**Supply network**

The bar under the picture is 50 um long. Pins as bars on the die edge.
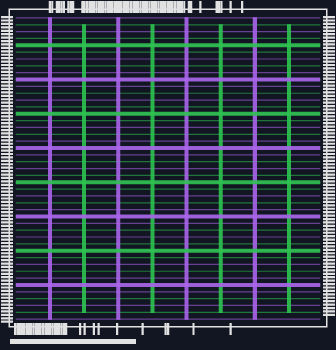
**Placed cells, one color a class**

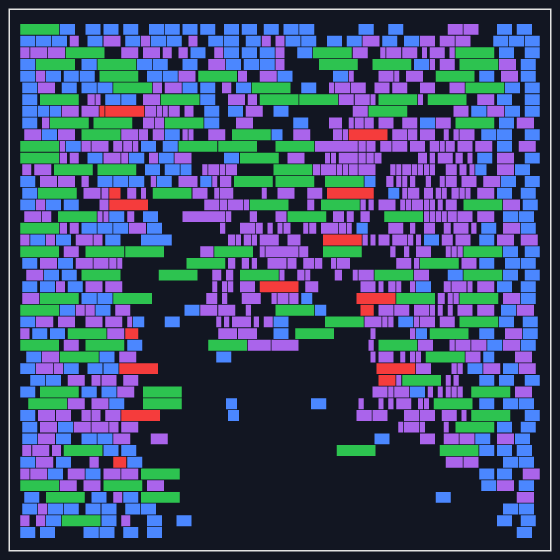
**Clock wires, drivers and flops**

The bar under the picture is 50 um long.
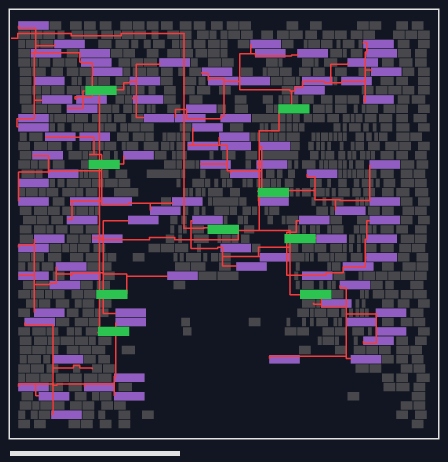
**Routed metal, one color a layer**

The bar under the picture is 50 um long.
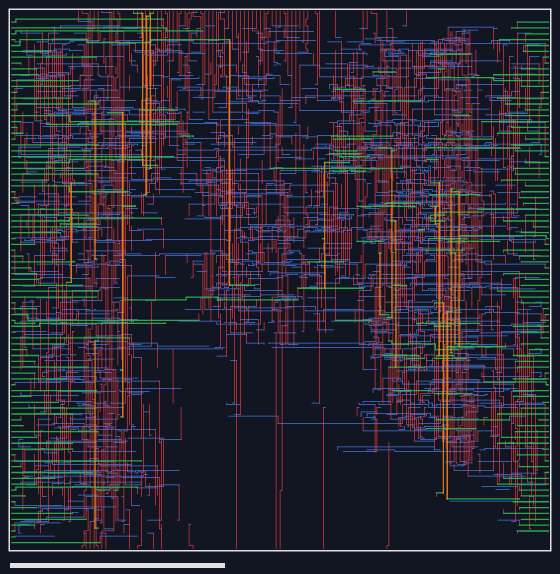
$ cat config.mk
export PLATFORM = sky130hd
export DESIGN_NAME = mem_io_sequencer
export DESIGN_NICKNAME = d
export VERILOG_FILES = /design/src/rtl/memio_pkg.sv /design/src/rtl/ls_align.sv /design/src/rtl/mem_io_sequencer.sv
export SDC_FILE = /design/constraint.sdc
export NUM_CORES = 1
export LEC_CHECK = 0
export CORE_MARGIN = 2
export CORE_UTILIZATION = 43
export DETAILED_ROUTE_END_ITERATION = 10
export PLACE_DENSITY = 0.92
export SYNTH_ARGS = -nofsm -noshare
export SYNTH_HDL_FRONTEND = slang
export SYNTH_HIERARCHICAL = 1
export SYNTH_SLANG_ARGS = --single-unit
$ cat constraint.sdc
create_clock -name clk -period 3.7 [get_ports clk]
set_clock_uncertainty 0.05 [all_clocks]
set_input_delay 0.37 -clock clk [delete_from_list [all_inputs] [get_ports clk]]
set_output_delay 0.37 -clock clk [all_outputs]
set_load 0.01 [all_outputs]
$ cat src/rtl/memio_pkg.sv
// Shared types and constants for the load/store sequencer and its lane aligner.
package memio_pkg;

    typedef enum logic [1:0] {
        ST_IDLE,
        ST_RAM_RD,
        ST_IO_WAIT,
        ST_DONE
    } state_t;

    typedef enum logic [1:0] {
        SZ_B = 2'd0,
        SZ_H = 2'd1,
        SZ_W = 2'd2
    } size_t;

    localparam logic [2:0] LB  = 3'b000;
    localparam logic [2:0] LH  = 3'b001;
    localparam logic [2:0] LW  = 3'b010;
    localparam logic [2:0] LBU = 3'b100;
    localparam logic [2:0] LHU = 3'b101;

    // Upper 22 address bits of the memory-mapped IO window 0xFFFFFC00-0xFFFFFFFF.
    localparam logic [21:0] IO_BASE = 22'h3FFFFF;

    function automatic size_t size_of(logic [2:0] funct3);
        case (funct3)
            LB, LBU: return SZ_B;
            LH, LHU: return SZ_H;
            LW:      return SZ_W;
            default: return SZ_W;
        endcase
    endfunction

endpackage

$ cat src/rtl/ls_align.sv
// Store lane replication / byte enables and load byte selection / extension,
// shared by the RAM and IO paths of mem_io_sequencer.
module ls_align
    import memio_pkg::*;
(
    input  logic [2:0]  st_funct3_i,
    input  logic [1:0]  st_off_i,
    input  logic [31:0] st_data_i,
    output logic [3:0]  st_be_o,
    output logic [31:0] st_lanes_o,
    output logic        st_misaligned_o,
    input  logic [2:0]  ld_funct3_i,
    input  logic [1:0]  ld_off_i,
    input  logic [31:0] ld_word_i,
    output logic [31:0] ld_data_o
);

    size_t       st_size;
    size_t       ld_size;
    logic        ld_signed;
    logic [7:0]  ld_byte;
    logic [15:0] ld_half;

    assign st_size = size_of(st_funct3_i);
    assign ld_size = size_of(ld_funct3_i);

    // NOTE: every output gets a default before the case so no latch is inferred.
    always_comb begin
        st_be_o         = 4'b1111;
        st_lanes_o      = st_data_i;
        st_misaligned_o = 1'b0;
        case (st_size)
            SZ_B: begin
                st_be_o    = 4'b0001 << st_off_i;
                st_lanes_o = {4{st_data_i[7:0]}};
            end
            SZ_H: begin
                st_be_o         = 4'b0011 << {st_off_i[1], 1'b0};
                st_lanes_o      = {2{st_data_i[15:0]}};
                st_misaligned_o = st_off_i[0];
            end
            default: st_misaligned_o = (st_off_i != 2'b00);
        endcase
    end

    // funct3[2] set means the unsigned variants (bu/hu).
    assign ld_signed = ~ld_funct3_i[2];
    assign ld_byte   = ld_word_i[{ld_off_i, 3'b000} +: 8];
    assign ld_half   = ld_off_i[1] ? ld_word_i[31:16] : ld_word_i[15:0];

    always_comb begin
        ld_data_o = ld_word_i;
        case (ld_size)
            SZ_B:    ld_data_o = {{24{ld_signed & ld_byte[7]}}, ld_byte};
            SZ_H:    ld_data_o = {{16{ld_signed & ld_half[15]}}, ld_half};
            default: ld_data_o = ld_word_i;
        endcase
    end

endmodule

$ cat src/rtl/mem_io_sequencer.sv
// Multi-cycle load/store sequencer between the core's execute stage, the
// synchronous word RAM and the memory-mapped IO request/acknowledge bus.
module mem_io_sequencer
    import memio_pkg::*;
#(
    parameter int RAM_AW     = 14,
    parameter int IO_TIMEOUT = 255
) (
    input  logic              clk,
    input  logic              rst_n,
    input  logic              mem_read,
    input  logic              mem_write,
    input  logic              io_read,
    input  logic              io_write,
    input  logic [2:0]        funct3,
    input  logic [31:0]       addr,
    input  logic [31:0]       wdata,
    output logic              stall,
    output logic [31:0]       rdata,
    output logic              done,
    output logic              misalign_err,
    output logic              io_timeout_err,
    output logic              ram_en,
    output logic [3:0]        ram_we,
    output logic [RAM_AW-1:0] ram_addr,
    output logic [31:0]       ram_wdata,
    input  logic [31:0]       ram_rdata,
    output logic              io_req,
    output logic              io_we,
    output logic [9:0]        io_addr,
    output logic [31:0]       io_wdata,
    output logic [3:0]        io_be,
    input  logic [31:0]       io_rdata,
    input  logic              io_ack
);

    localparam int              CNT_W    = $clog2(IO_TIMEOUT + 1);
    localparam logic [CNT_W-1:0] CNT_LAST = CNT_W'(IO_TIMEOUT - 1);

    state_t            state_q,    state_d;
    logic [CNT_W-1:0]  cnt_q,      cnt_d;
    logic [31:0]       rdata_q,    rdata_d;
    logic              is_read_q,  is_read_d;
    logic [2:0]        funct3_q,   funct3_d;
    logic [1:0]        off_q,      off_d;
    logic              io_req_q,   io_req_d;
    logic              io_we_q,    io_we_d;
    logic [9:0]        io_addr_q,  io_addr_d;
    logic [31:0]       io_wdata_q, io_wdata_d;
    logic [3:0]        io_be_q,    io_be_d;
    logic              tmo_q,      tmo_d;

    logic [3:0]  st_be;
    logic [31:0] st_lanes;
    logic        st_misaligned;
    logic [31:0] ld_word;
    logic [31:0] ld_data;
    logic        any_req;
    logic        unused_addr_hi;

    // Decoding is done upstream; the high address bits only matter there.
    assign unused_addr_hi = ^{addr[31:RAM_AW+2], (addr[31:10] == IO_BASE)};

    assign ld_word = (state_q == ST_RAM_RD) ? ram_rdata : io_rdata;

    ls_align u_align (
        .st_funct3_i     (funct3),
        .st_off_i        (addr[1:0]),
        .st_data_i       (wdata),
        .st_be_o         (st_be),
        .st_lanes_o      (st_lanes),
        .st_misaligned_o (st_misaligned),
        .ld_funct3_i     (funct3_q),
        .ld_off_i        (off_q),
        .ld_word_i       (ld_word),
        .ld_data_o       (ld_data)
    );

    // Gating with rst_n keeps the combinational strobes quiet while reset is held.
    assign any_req = rst_n & (mem_read | mem_write | io_read | io_write);

    always_comb begin
        state_d      = state_q;
        cnt_d        = cnt_q;
        rdata_d      = rdata_q;
        is_read_d    = is_read_q;
        funct3_d     = funct3_q;
        off_d        = off_q;
        io_req_d     = io_req_q;
        io_we_d      = io_we_q;
        io_addr_d    = io_addr_q;
        io_wdata_d   = io_wdata_q;
        io_be_d      = io_be_q;
        tmo_d        = 1'b0;
        stall        = 1'b0;
        done         = 1'b0;
        misalign_err = 1'b0;
        ram_en       = 1'b0;
        ram_we       = 4'b0000;
        ram_addr     = '0;
        ram_wdata    = '0;

        case (state_q)
            ST_IDLE: begin
                if (any_req) begin
                    if (st_misaligned) begin
                        misalign_err = 1'b1;
                    end else if (mem_write) begin
                        ram_en    = 1'b1;
                        ram_we    = st_be;
                        ram_addr  = addr[RAM_AW+1:2];
                        ram_wdata = st_lanes;
                    end else begin
                        stall     = 1'b1;
                        is_read_d = mem_read | io_read;
                        funct3_d  = funct3;
                        off_d     = addr[1:0];
                        if (mem_read) begin
                            ram_en   = 1'b1;
                            ram_addr = addr[RAM_AW+1:2];
                            state_d  = ST_RAM_RD;
                        end else begin
                            cnt_d      = '0;
                            io_req_d   = 1'b1;
                            io_we_d    = io_write;
                            io_addr_d  = addr[9:0];
                            io_wdata_d = st_lanes;
                            io_be_d    = st_be;
                            state_d    = ST_IO_WAIT;
                        end
                    end
                end
            end
            ST_RAM_RD: begin
                stall   = 1'b1;
                rdata_d = ld_data;
                state_d = ST_DONE;
            end
            ST_IO_WAIT: begin
                stall = 1'b1;
                cnt_d = cnt_q + 1'b1;
                // An ack in the timeout cycle still wins over the timeout.
                if (io_ack) begin
                    io_req_d = 1'b0;
                    if (is_read_q) begin
                        rdata_d = ld_data;
                    end
                    state_d = ST_DONE;
                end else if (cnt_q == CNT_LAST) begin
                    io_req_d = 1'b0;
                    rdata_d  = '0;
                    tmo_d    = 1'b1;
                    state_d  = ST_DONE;
                end
            end
            ST_DONE: begin
                done    = is_read_q;
                state_d = ST_IDLE;
            end
            default: state_d = ST_IDLE;
        endcase
    end

    // NOTE: sequential state uses non-blocking assignments only.
    always_ff @(posedge clk or negedge rst_n) begin
        if (!rst_n) begin
            state_q    <= ST_IDLE;
            cnt_q      <= '0;
            rdata_q    <= '0;
            is_read_q  <= 1'b0;
            funct3_q   <= '0;
            off_q      <= '0;
            io_req_q   <= 1'b0;
            io_we_q    <= 1'b0;
            io_addr_q  <= '0;
            io_wdata_q <= '0;
            io_be_q    <= '0;
            tmo_q      <= 1'b0;
        end else begin
            state_q    <= state_d;
            cnt_q      <= cnt_d;
            rdata_q    <= rdata_d;
            is_read_q  <= is_read_d;
            funct3_q   <= funct3_d;
            off_q      <= off_d;
            io_req_q   <= io_req_d;
            io_we_q    <= io_we_d;
            io_addr_q  <= io_addr_d;
            io_wdata_q <= io_wdata_d;
            io_be_q    <= io_be_d;
            tmo_q      <= tmo_d;
        end
    end

    assign rdata          = rdata_q;
    assign io_timeout_err = tmo_q;
    assign io_req         = io_req_q;
    assign io_we          = io_we_q;
    assign io_addr        = io_addr_q;
    assign io_wdata       = io_wdata_q;
    assign io_be          = io_be_q;

endmodule

==> Changelog: implementation <==
### Changed

- I/O Pins: 273
- Fmax: 308 MHz
- Status: completed
- First-pass GRT wire length: 32400 um
- Placed Area: 8960 um2
- Routed WL: 20700 um
- Clock Sinks: 97
- Main logic family: multiplexers
- Area fraction in mux cells: 24.9%
- Initial antenna violation count: 0
- Headroom to the max-slew limit: 39.8%
- Fin nets: 1005
- Endpoints failing hold: 0
- Die H: 126 um
- Post-synth seq share: 38.2%
- Setup_tns: 0 ns
- Drt initial violations: 439
- Worst-path maximum fanout: 7
- H-Tree Depth: 3
- # hold bufs at CTS: 0
- Num tapcells: 184
- Top cell excl fill/tap: clkdlybuf4s50_1
- RR Endpoint: rdata[5]
- Post-route ant nets: 0
- Vias in the first global route: 5960
- Signal buffers: 272
- Clock buffers: 10
- Worst R2R Setup Slack: 0.62 ns
- Crit path to: stall
- Avg Inst Size Synth: 10.1 um2
- Post-synth EDFFs: 0
- Period minus WS final: 3.25 ns
- Total power: 6980 uW
- Log Warnings: 47
- Seq/total area: 26.2%
- Fill cell count: 1115
- Total number of vias: 5898
- Clock distribution power: 975 uW
- Routed wl met2: 10100 um
- Chip area: 15800 um2
- Busiest grt layer: met2
- Most frequent cells in the layout: clkdlybuf4s50_1, mux2_2, dfrtp_1
- CP Class: flip-flop to primary output
- Gr ovfl total: 0
- Synth Register Bits: 97
- NonClk Buf Share: 29.0%
- Count leader, synth: mux2_2
- WL met1: 7520 um
- Sw frac: 39.9%
- Chip Width: 126 um
## Picture notes: 'supply network'
legend:
  VDD:
    color: green
  VSS:
    color: purple
rows: 44
signal pins: 273
met4 straps: 8

## Picture notes: 'placed cells, one color a class'
legend:
  sequential cells:
    color: green
    cells: 97
    share_of_their_area: 27%
  remaining logic cells:
    color: purple
    cells: 480
    share_of_their_area: 40%
  remaining buffers and delay cells:
    color: blue
    cells: 272
    share_of_their_area: 30%
  clock drivers and dummy loads:
    color: red
    cells: 16
    share_of_their_area: 3.4%

## Picture notes: 'clock wires, drivers and flops'
legend:
  clock-net drivers:
    color: green
    count: 9
  clock wires:
    color: red
    length: 1300 um
  flip-flops:
    color: purple
    count: 97
routed clock nets: 10
flops lie: all over the die

## Picture notes: 'routed metal, one color a layer'
legend:
  M1:
    color: blue
    wire_length: 7520 um
  M2:
    color: red
    wire_length: 10100 um
  M4:
    color: orange
    wire_length: 688 um
  M3:
    color: green
    wire_length: 2400 um

==> critical path, cell delays in order (launching register included) <==
cell and delay (ns):
dfrtp_1 0.44, inv_1 0.10, ha_1 0.28, nand2_1 0.22, a2111oi_4 0.67, nor2_1 0.09, nor2_1 0.11, clkdlybuf4s50_1 0.57
==> worst min-delay path by stage <==
stage	end	depth (start not counted)	slack, ns
after floorplan	cnt_q[0]	0	0.02
after global placement	io_timeout_err	2	0.41
after detailed placement	rdata[29]	2	0.41
after CTS	rdata[29]	2	0.04
after global routing	io_timeout_err	2	0.05
final	io_timeout_err	2	0.02
==> kinds of logic after synthesis <==
| logic type | after synthesis |
|---|---|
| AND/OR/NAND/NOR | 224 |
| multiplexers | 145 |
| flip-flops | 97 |
| AND-OR/OR-AND | 95 |
| buffers and inverters | 60 |
| adder cells (fa/ha/maj) | 7 |
No activity file was given, so power comes from the tool's default toggle rates.
